**src/rtl/i2c_master.sv**
```systemverilog
// -----------------------------------------------------------------------------
// i2c_master
//   Single-transaction I2C bus master. After reset it issues START, sends the
//   7-bit SLAVE_ADDR plus the R/W bit and checks the slave ACK. It then either
//   writes one byte (data_in) or reads one byte into data_out, and it finishes
//   with STOP. After that it parks in DONE with the bus released until the
//   next reset.
//
//   The open-drain pad logic is outside this block: sda_out=1 means release.
//   Each bit period is two clk cycles: a low phase (sclk=0), in which sda_out
//   may change, and a high phase (sclk=1). sda_in is sampled on the clk edge
//   that ends the high phase.
//
// Ports
//   clk       in   1  system clock; SCL runs at clk/2
//   rst       in   1  synchronous, active-low reset
//   rw        in   1  1 = read from slave, 0 = write data_in (latched at START)
//   data_in   in   8  byte to write (latched at START)
//   data_out  out  8  byte read from slave
//   state     out  3  FSM state: IDLE=0 ADDRESSING=1 WAITING=2 READING=3
//                     WRITING=4 DONE=5
//   sclk      out  1  I2C SCL
//   sda_in    in   1  I2C SDA as seen on the bus
//   sda_out   out  1  I2C SDA drive (1 = release/high)
// -----------------------------------------------------------------------------
module i2c_master #(
  parameter logic [6:0] SLAVE_ADDR = 7'h50
) (
  input  logic       clk,
  input  logic       rst,
  input  logic       rw,
  input  logic [7:0] data_in,
  output logic [7:0] data_out,
  output logic [2:0] state,
  output logic       sclk,
  input  logic       sda_in,
  output logic       sda_out
);

  typedef enum logic [2:0] {
    IDLE       = 3'd0,
    ADDRESSING = 3'd1,
    WAITING    = 3'd2,
    READING    = 3'd3,
    WRITING    = 3'd4,
    DONE       = 3'd5
  } state_t;

  // cnt_r counts clk cycles spent in the current state. Within a bit
  // period, cnt_r[0] selects the phase (0 = low, 1 = high), and cnt_r[3:1]
  // gives the bit index. Counts 16/17 are the trailing ACK/NACK bit period.
  state_t      state_r, state_s;
  logic [4:0]  cnt_r, cnt_s;
  logic        rw_r, rw_s;
  logic [7:0]  data_r, data_s;
  logic [6:0]  shift_r, shift_s;
  logic [7:0]  data_out_r, data_out_s;
  logic        sclk_r, sda_r;
  logic [1:0]  bus_s;

  // Bus levels for a given (state, count) slot, returned as {sclk, sda}.
  // The registered pins are loaded from the slot being entered, so the pins
  // always match state_r/cnt_r and never glitch.
  function automatic logic [1:0] bus_drive(input state_t     st,
                                           input logic [4:0] cnt,
                                           input logic       rw_bit,
                                           input logic [7:0] wbyte);
    logic [7:0] addr_bits;
    logic [1:0] drv;
    addr_bits = {SLAVE_ADDR, rw_bit};
    case (st)
      IDLE: begin
        // Second IDLE cycle pulls SDA low with SCL high: START.
        if (cnt == 5'd2) drv = 2'b10;
        else             drv = 2'b11;
      end
      ADDRESSING: drv = {cnt[0], addr_bits[3'd7 - cnt[3:1]]};
      WAITING:    drv = {cnt[0], 1'b1};
      READING:    drv = {cnt[0], 1'b1};
      WRITING: begin
        if (cnt[4]) drv = {cnt[0], 1'b1};
        else        drv = {cnt[0], wbyte[3'd7 - cnt[3:1]]};
      end
      DONE: begin
        // STOP: SDA low under low SCL, raise SCL, then release SDA.
        if (cnt == 5'd0)      drv = 2'b00;
        else if (cnt == 5'd1) drv = 2'b10;
        else                  drv = 2'b11;
      end
      default: drv = 2'b11;
    endcase
    return drv;
  endfunction

  // Next-state, bit counter, latches and receive shift register.
  always_comb begin
    state_s    = state_r;
    cnt_s      = cnt_r + 5'd1;
    rw_s       = rw_r;
    data_s     = data_r;
    shift_s    = shift_r;
    data_out_s = data_out_r;
    case (state_r)
      IDLE: begin
        if (cnt_r == 5'd1) begin
          // Entering the START cycle: capture the transaction request.
          rw_s   = rw;
          data_s = data_in;
        end else if (cnt_r >= 5'd2) begin
          state_s = ADDRESSING;
          cnt_s   = 5'd0;
        end else begin
          cnt_s = cnt_r + 5'd1;
        end
      end
      ADDRESSING: begin
        if (cnt_r == 5'd15) begin
          state_s = WAITING;
          cnt_s   = 5'd0;
        end else begin
          cnt_s = cnt_r + 5'd1;
        end
      end
      WAITING: begin
        if (cnt_r[0]) begin
          cnt_s = 5'd0;
          if (!sda_in) state_s = rw_r ? READING : WRITING;
          else         state_s = DONE;
        end else begin
          cnt_s = cnt_r + 5'd1;
        end
      end
      READING: begin
        if (cnt_r[0] && !cnt_r[4]) shift_s = {shift_r[5:0], sda_in};
        else                       shift_s = shift_r;
        // The eighth high phase completes the byte.
        if (cnt_r == 5'd15) data_out_s = {shift_r, sda_in};
        else                data_out_s = data_out_r;
        if (cnt_r == 5'd17) begin
          state_s = DONE;
          cnt_s   = 5'd0;
        end else begin
          cnt_s = cnt_r + 5'd1;
        end
      end
      WRITING: begin
        // The slave's data ACK is deliberately not examined.
        if (cnt_r == 5'd17) begin
          state_s = DONE;
          cnt_s   = 5'd0;
        end else begin
          cnt_s = cnt_r + 5'd1;
        end
      end
      DONE: begin
        // Saturate once STOP is complete so the bus stays released.
        if (cnt_r >= 5'd2) cnt_s = 5'd2;
        else               cnt_s = cnt_r + 5'd1;
      end
      default: begin
        // Unreachable encodings: park with the bus released.
        state_s = DONE;
        cnt_s   = 5'd2;
      end
    endcase
  end

  // Pin levels for the slot that is about to be entered.
  always_comb begin
    bus_s = bus_drive(state_s, cnt_s, rw_s, data_s);
  end

  // State, datapath and registered bus pins.
  always_ff @(posedge clk) begin
    if (!rst) begin
      state_r    <= IDLE;
      cnt_r      <= 5'd0;
      rw_r       <= 1'b0;
      data_r     <= 8'h00;
      shift_r    <= 7'h00;
      data_out_r <= 8'h00;
      sclk_r     <= 1'b1;
      sda_r      <= 1'b1;
    end else begin
      state_r    <= state_s;
      cnt_r      <= cnt_s;
      rw_r       <= rw_s;
      data_r     <= data_s;
      shift_r    <= shift_s;
      data_out_r <= data_out_s;
      sclk_r     <= bus_s[1];
      sda_r      <= bus_s[0];
    end
  end

  assign state    = state_r;
  assign data_out = data_out_r;
  assign sclk     = sclk_r;
  assign sda_out  = sda_r;

endmodule

```
**config.mk**
```make
export PLATFORM = sky130hd
export DESIGN_NAME = i2c_master
export DESIGN_NICKNAME = d
export VERILOG_FILES = /design/src/rtl/i2c_master.sv
export SDC_FILE = /design/constraint.sdc
export NUM_CORES = 1
export LEC_CHECK = 0
export CAP_MARGIN = 20
export CORE_MARGIN = 8
export CORE_UTILIZATION = 49
export CTS_CLUSTER_DIAMETER = 30
export CTS_CLUSTER_SIZE = 14
export DETAILED_ROUTE_END_ITERATION = 16
export PLACE_DENSITY_LB_ADDON = 0.1
export SLEW_MARGIN = 5
export SYNTH_ARGS = -nofsm -noshare
export SYNTH_HDL_FRONTEND = slang
export SYNTH_SLANG_ARGS = --single-unit
export TNS_END_PERCENT = 50
```
**constraint.sdc**
```tcl
create_clock -name clk -period 2.26 [get_ports clk]
set_input_delay 0.678 -clock clk [delete_from_list [all_inputs] [get_ports clk]]
set_output_delay 0.678 -clock clk [all_outputs]
set_load 0.02 [all_outputs]
```
==> notes.md, run 1 <==
The synthesis and PnR run went through. In this run, the synthesized area fraction spent on and/or/nand/nor cells is recorded as 0.250. The run finished, with violations left. Among logic cells in the layout, the one with the most instances is buf_4. Count of nets after finishing landed at 304.

The critical path in the final layout is reported with a setup slack of -0.0970 ns. Largest stage delay on the critical path landed at 0.39 ns. Number of warning messages in the yosys log landed at 0.

Routability congestion estimate from global placement landed at between 0.9 and 1. Post-cts hold buffer count landed at 0. In this run, the synthesized area fraction spent on xor and xnor cells is recorded as 0.00475.

At the worst endpoint, the arrival time is 2.52 ns. For this run, the final setup violation count is recorded as 1. Yosys mapped a number of flops with a built-in enable equal to 0. Top-level I/O count landed at 25. Setup total negative slack on the finished layout was measured at -0.0970 ns. Upper clock frequency limit landed at 424 MHz. The first global-routing pass estimated 8540 um of wire. Once synthesis finished, the tally of register bits stood at 34. Portion of total power attributed to sequential cells landed at 0.269. Post-synthesis cell count from yosys landed at 217. Setup repair after global routing could not meet its margin everywhere.

Dividing the detail-routed wire length by the instance count gives 16.2 um. CTS placed an instance of clkbuf_8 at the clock tree root. The longest clock path from root to sink contains 2 buffers.

Final critical-path share of the clock period landed at 1.04. Of the combinational cells, the family taking the most area is simple AND/OR/NAND/NOR gates. Highest net fanout along the worst path landed at 5.

Using the TritonRoute via totals, the vias-per-cell ratio works out to roughly 5.5. Reported clock group power landed at 448 uW. H-tree depth reported by CTS landed at 2. Switching power as a fraction of the total was reported as 0.367. Total buffers and inverters traversed by the critical path landed at 2. The power report lists cell-internal power as roughly 1800 uW.

After global routing the overflow that remains totals 0. The final reports fail on negative setup slack. Worst setup skew after layout landed at 0.00483 ns.

In the final report, the number of pins over their slew limit comes to 0. For hold timing, the worst endpoint is data_out[6]. Per the STA report, the cell with the highest stage delay on the worst path is dfxtp_4. After detailed placement, the design holds a cell count of 319. Measured along the x axis, the die boundary spans 77.4 um. HPWL reported at the end of detailed placement landed at 3940 um. The pin closest to its max-slew limit shows a slew of 0.383 ns.
run 1: metrics by stage:
step	area, sq um	util
global placement	2410	0.664
CTS	2640	0.727
floorplan	1870	-
detailed placement	2410	0.664
finish	2780	0.765
global route	2780	0.765
run 1: sequential cells by signal, summed over array words and instances (netlist names):
name and count:
data_r 8, rw_r 1, data_out 8, state 3, cnt_r 5, sclk 1, sda_out 1, shift_r 7
run 1: worst reg2reg max path, stage by stage, from the launching register on:
cell      delay (ns)
dfxtp_4         0.39
inv_4           0.04
ha_4            0.16
buf_4           0.13
o21bai_4        0.19
a22oi_2         0.15
o311ai_2        0.13
a211oi_4        0.37
nor4b_2         0.09
a21o_1          0.17
a311oi_2        0.27
o311ai_1        0.13
run 1: cell usage after synthesis (2+ instances only):
cell,number,share of area
a21oi_1,14,0.038
a21o_1,3,0.012
buf_6,3,0.018
a22oi_1,2,0.0081
nor3_1,2,0.0054
nand2_1,26,0.053
nor2b_1,3,0.010
mux2i_1,20,0.11
dfxtp_1,34,0.37
o22ai_1,2,0.0068
nand3_1,8,0.022
nand2b_1,2,0.0068
ha_1,5,0.034
o311ai_1,2,0.0095
or3_1,2,0.0068
nor2_1,30,0.061
a211oi_1,2,0.0081
buf_2,2,0.0054
mux2_2,2,0.012
inv_1,10,0.020
nor4b_1,3,0.014
clkbuf_1,6,0.012
or2_2,2,0.0068
and2_1,3,0.010
o21ai_0,5,0.014
run 1: final cells by class:
class / count / area, sq um / area share
well taps: 48 / 60.1 / 0.0216
flip-flops and latches: 34 / 692 / 0.249
clock buffers: 7 / 86.3 / 0.0310
multi-input cells: 162 / 1260 / 0.455
repair buffers: 74 / 631 / 0.227
inverters: 10 / 42.5 / 0.0153
clock inverters: 1 / 5.00 / 0.00180
Fig. 1: run 1, signal wires on met1
Bar = 20 um.
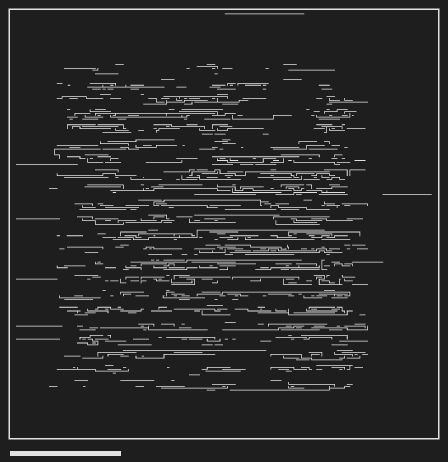
nets with wire on the layer: 284
share of all routed wire: 41%
main direction: horizontal
longest straight run: 25.8 um

Fig. 2: run 1, wire density map
Bar = 20 um. 15 x 15 tiles, from black (low) to pale yellow (high), scaled to the fullest tile. Values are wire area over tile area, all layers added.
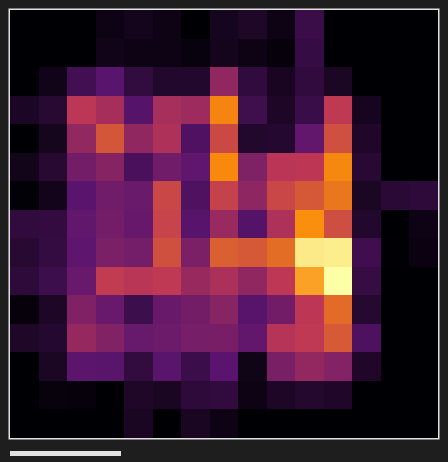
fullest tile: 0.70
emptiest ninth of the die: upper right
tiles over half the peak: 13%
densest ninth of the die: centre
mean over tiles: 0.15
nearly empty tiles: 26%

Fig. 3: run 1, metal 2
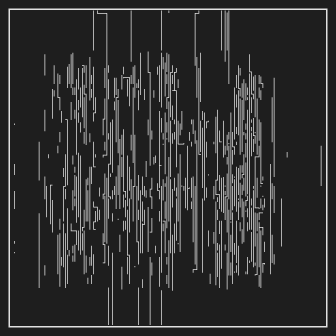
share of all routed wire: 50%
longest straight run: 38.1 um
wire length on this layer: 2,730 um
nets with wire on the layer: 266
main direction: vertical

--- run 2 (diff from run 1) ---
Settings changed: CORE_UTILIZATION 49 to 57.
Clock period 2.26 ns to 3 ns, I/O delays scaled along.
Fig. 4: run 2, signal wires on met1
Bar = 20 um.
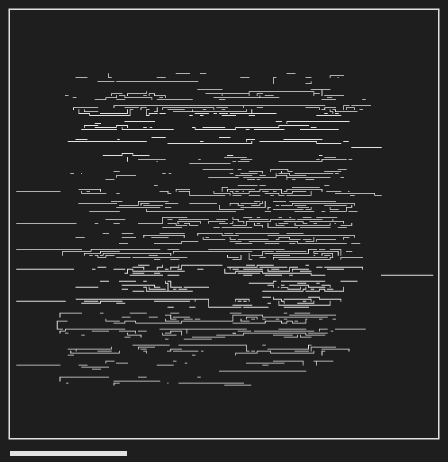
longest straight run: 35.9 um
share of all routed wire: 44%
wire length on this layer: 1,840 um
nets with wire on the layer: 235
main direction: horizontal

Fig. 5: run 2, wire density map
Bar = 20 um. 15 x 15 tiles, from black (low) to pale yellow (high), scaled to the fullest tile. Values are wire area over tile area, all layers added.
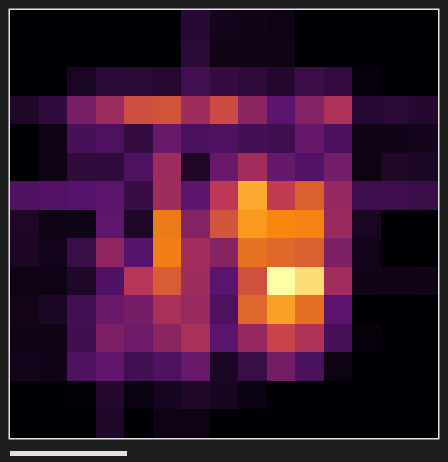
mean over tiles: 0.13
densest ninth of the die: centre
fullest tile: 0.70
nearly empty tiles: 28%

==> run 2 against run 1 <==
  * Hold slack got worse by 0.0041 ns
  * Area after synthesis is the same
  * Cell area shrank 20%
  * Count of clock-buffer cells in the layout decreased by 1
  * Die area fell by 11%
  * Flip-flop count is the same
  * Non-clock buffer count down 47
  * Largest cell class unchanged
  * The flow now finishes without violations
  * Total power fell by 38%
==> notes.md, run 2 <==
The synthesis and PnR run went through. Largest stage delay on the critical path landed at 0.49 ns (was 0.39 ns). Horizontal die dimension landed at 72.9 um (was 77.4 um). The most common cell after layout, fill and taps aside was dfxtp_1 (was buf_4).

The routability congestion estimate from global placement was 0.949 (was 0.954). The flip-flop and latch count after synthesis was 34 (unchanged). The transition time of the tightest slew-check pin came to 0.784 ns (was 0.383 ns). The area share of the largest cell type after synthesis was 0.369 (unchanged).

The most frequent cell after synthesis is dfxtp_1 (unchanged). The aggregate negative setup slack was 0 ns (was -0.0970 ns). Status: completed (was complete, but fails checks).

The cell type with the largest total area was dfxtp_1 (unchanged). The buffer levels on the longest clock path was 2 (unchanged). Cell types with the largest area share after synthesis: dfxtp_1 37%, mux2i_1 11%, nor2_1 6.1%, nand2_1 5.3%, a21oi_1 3.8% (unchanged). Smallest setup slack after layout landed at 0.278 ns (was -0.0970 ns). The count of nets after finishing came to 257 (was 304).

The number of vias per cell was 5.81 (was 5.54). H-tree depth reported by CTS landed at 2 (unchanged). First-pass GRT wire length landed at 7210 um (was 8540 um). Number of flops mapped to enable cells by yosys landed at 0 (unchanged). The count of final max-slew check failures is 0 (unchanged). Setup repair after global routing missed its margin: false (was true). The post-route cell area came to 2210 sq um (was 2780 sq um). Final critical-path share of the clock period landed at 0.907 (was 1.04). The upper clock frequency limit is 367 MHz (was 424 MHz).

The data arrival time at the worst-slack endpoint was 2.94 ns (was 2.52 ns). The final-report setup violation count was 0 (was 1). Post-synthesis cell count from yosys landed at 217 (unchanged).

The post-route core utilization was 0.719 (was 0.765).
-- run 2: routing by layer --
metal  GRT usage  wire length, um  part of all wire
met5           0                0                 0
met4       0.102              112             0.027
met3      0.0522              357             0.085
met2       0.265             1890              0.45
met1       0.208             1840              0.44
-- run 2: worst max-delay path, delay by kind of cell, from the launching register on --
family / cells / cell delay, ns
compound gates: 5 / 0.79
simple gates: 4 / 0.76
flops: 1 / 0.49
fa+ha+maj: 2 / 0.46
buf+inv: 1 / 0.09
-- run 2: cells by family (layout without fill, tap and decap cells) --
family,count (synthesis),count (layout),share of synthesized area
XOR/XNOR,1,1,0.00475
buffers and inverters,21,45,0.0563
flip-flops,34,34,0.369
AND/OR/NAND/NOR,92,92,0.250
adder cells (fa/ha/maj),5,5,0.0339
multiplexers,22,22,0.121
AND-OR/OR-AND,42,42,0.165
-- run 2: final timing paths --
check	endpoint	start	slack, ns
max	sda_out	cnt_r[0]	0.28
min	data_out[7]	data_out[7]	0.46
max reg2reg	sda_out	cnt_r[0]	0.28
min reg2reg	data_out[7]	data_out[7]	0.46
-- run 2: cell type report --
cell class                      count  area (sq um)  area share
Timing Repair Buffer               27           263       0.119
Clock buffer                        6          51.3      0.0232
Multi-Input combinational cell    162          1060       0.481
Sequential cell                    34           681       0.308
Tap cell                           44          55.1      0.0249
Clock inverter                      2          60.1      0.0271
Inverter                           10          37.5      0.0170
-- run 2: where the power goes --
group	internal, uW	total (uW)	switching (uW)
logic	323	727	404
clock network	282	438	156
registers	506	558	51.9
total	1110	1720	611
-- run 2: what timing repair did --
action	4_1_cts	5_1_grt
gates resized	0	1
endpoints found under the setup margin	0	1
buffers inserted	0	0
--- run 3 (diff from run 2) ---
Settings changed: CORE_UTILIZATION 57 to 49, CTS_CLUSTER_SIZE 14 to not set.
Clock period 3 ns to 2.4 ns, I/O delays scaled along.
Fig. 6: run 3, cell density map
Bar = 20 um. 8 x 8 tiles, from black (low) to pale yellow (high), 0 to 100% covered.
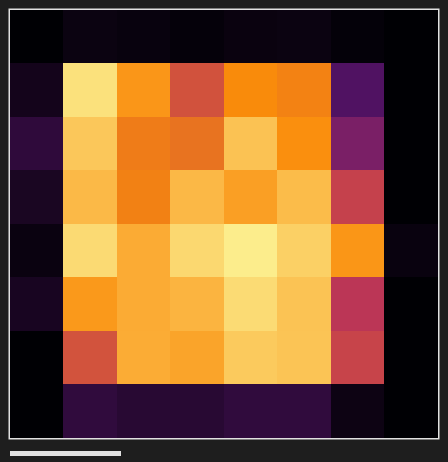
nearly empty tiles: 19%
emptiest ninth of the die: upper right
fullest tile: 96%
densest ninth of the die: centre
mean over tiles: 44%

Fig. 7: run 3, wire density map
Bar = 20 um. 15 x 15 tiles, from black (low) to pale yellow (high), scaled to the fullest tile. Values are wire area over tile area, all layers added.
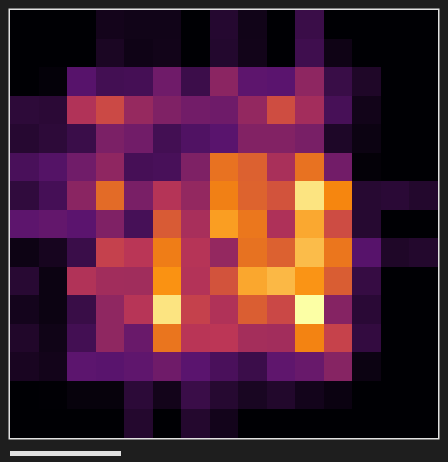
nearly empty tiles: 25%
densest ninth of the die: centre
fullest tile: 0.55
tiles over half the peak: 16%
mean over tiles: 0.13

==> run 3 against run 2 <==
  * Clock skew down 0.0043 ns
  * Combinational power grew 94%
  * Non-clock buffer count is 34 higher
  * First-iteration DRC count fell by 27%
  * Largest power group unchanged
  * Highest routed layer unchanged
==> notes.md, run 3 <==
The synthesis and PnR run went through. The post-placement cell area is 2350 sq um (was 2100 sq um). The number of vias per cell came to 5.44 (was 5.81). Status: completed (unchanged). Buffer levels on the longest clock path landed at 2 (unchanged). Flip-flop and latch count after synthesis landed at 34 (unchanged). First-pass GRT wire length landed at 8290 um (was 7210 um). The post-synthesis cell count from yosys came to 217 (unchanged). The aggregate negative setup slack is 0 ns (unchanged).

The HPWL reported at the end of detailed placement is 3750 um (was 3090 um). Number of flops mapped to enable cells by yosys landed at 0 (unchanged). Data arrival time at the worst-slack endpoint landed at 2.53 ns (was 2.94 ns). The final-report setup violation count came to 0 (unchanged).

The cell count after placement is 314 (was 277). Transition time of the tightest slew-check pin landed at 0.450 ns (was 0.784 ns). The count of final max-slew check failures was 0 (unchanged). Post-route cell area landed at 2720 sq um (was 2210 sq um).

The buffer type at the clock tree root is clkbuf_8 (was clkbuf_4). The upper clock frequency limit was 422 MHz (was 367 MHz). Cell types with the highest counts after synthesis: 34 x dfxtp_1, 30 x nor2_1, 26 x nand2_1 (unchanged).

The most frequent cell after synthesis is dfxtp_1 (unchanged).
run 3: cell counts after synthesis:
No cell type changed its count.
run 3: cell type report:
class	count	area (sq um)
inverter	10	37.5
clock buffer	6	82.6
tap	48	60.1
timing repair buffer	61	531
multi-input combinational	162	1260
clock inverter	2	60.1
fill	268	915
sequential	34	691
run 3: path summary, 6_finish.rpt:
check	startpoint	endpoint	slack, ns	cells after the start
max	cnt_r[1]	sda_out	0.03	11
min	data_out[3]	data_out[3]	0.46	2
max reg2reg	cnt_r[1]	sda_out	0.03	11
min reg2reg	data_out[3]	data_out[3]	0.46	2
run 3: cells by family (layout without fill, tap and decap cells):
kind of cell,after synthesis,after routing,synth area share
compound gates,42,42,0.165
xor+xnor,1,1,0.00475
fa+ha+maj,5,5,0.0339
buf+inv,21,79,0.0563
flops,34,34,0.369
mux,22,22,0.121
simple gates,92,92,0.250
run 3: what timing repair did:
| action | 4_1_cts | 5_1_grt |
|---|---|---|
| setup buffers | 0 | 2 |
| gates resized | 19 | 24 |
| pin swaps | 8 | 10 |
| endpoints found under the setup margin | 1 | 3 |
run 3: power breakdown:
group	switching [uW]	internal [uW]	total [uW]	leakage [uW]
Clock	203	443	646	0.0000714
Sequential	64.6	644	709	0.000278
Combinational	699	716	1410	0.000726
run 3: critical path: stages (launching register included):
cell	delay, ns
dfxtp_4	0.36
buf_4	0.13
ha_2	0.20
nor4b_4	0.30
a32oi_2	0.10
a211oi_2	0.21
buf_4	0.15
a211oi_4	0.05
buf_4	0.17
a21o_1	0.17
a311oi_2	0.28
o311ai_1	0.13
run 3: metal layers:
layer / part of all wire / global-route usage / wire, um
met1: 0.44 / 0.204 / 2210
met2: 0.49 / 0.276 / 2470
met3: 0.049 / 0.0415 / 248
met4: 0.023 / 0.0623 / 114
met5: 0 / 0 / 0

## Gallery

Congestion heat map.
image #1
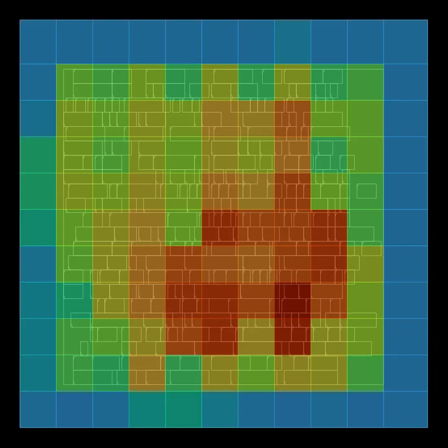
image #2
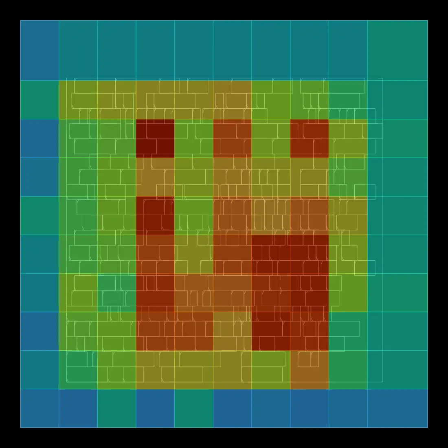
image #3
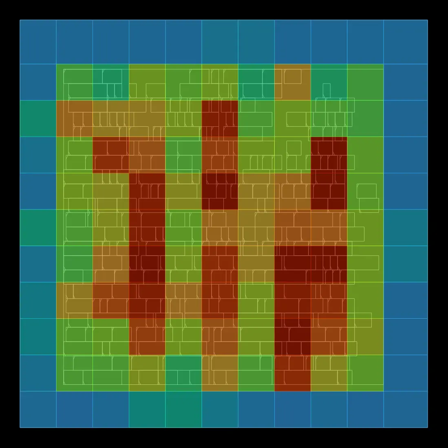
For run 3, see image #1.
For run 2, see image #2.
For run 1, see image #3.

Power and IR drop assume default switching activity.
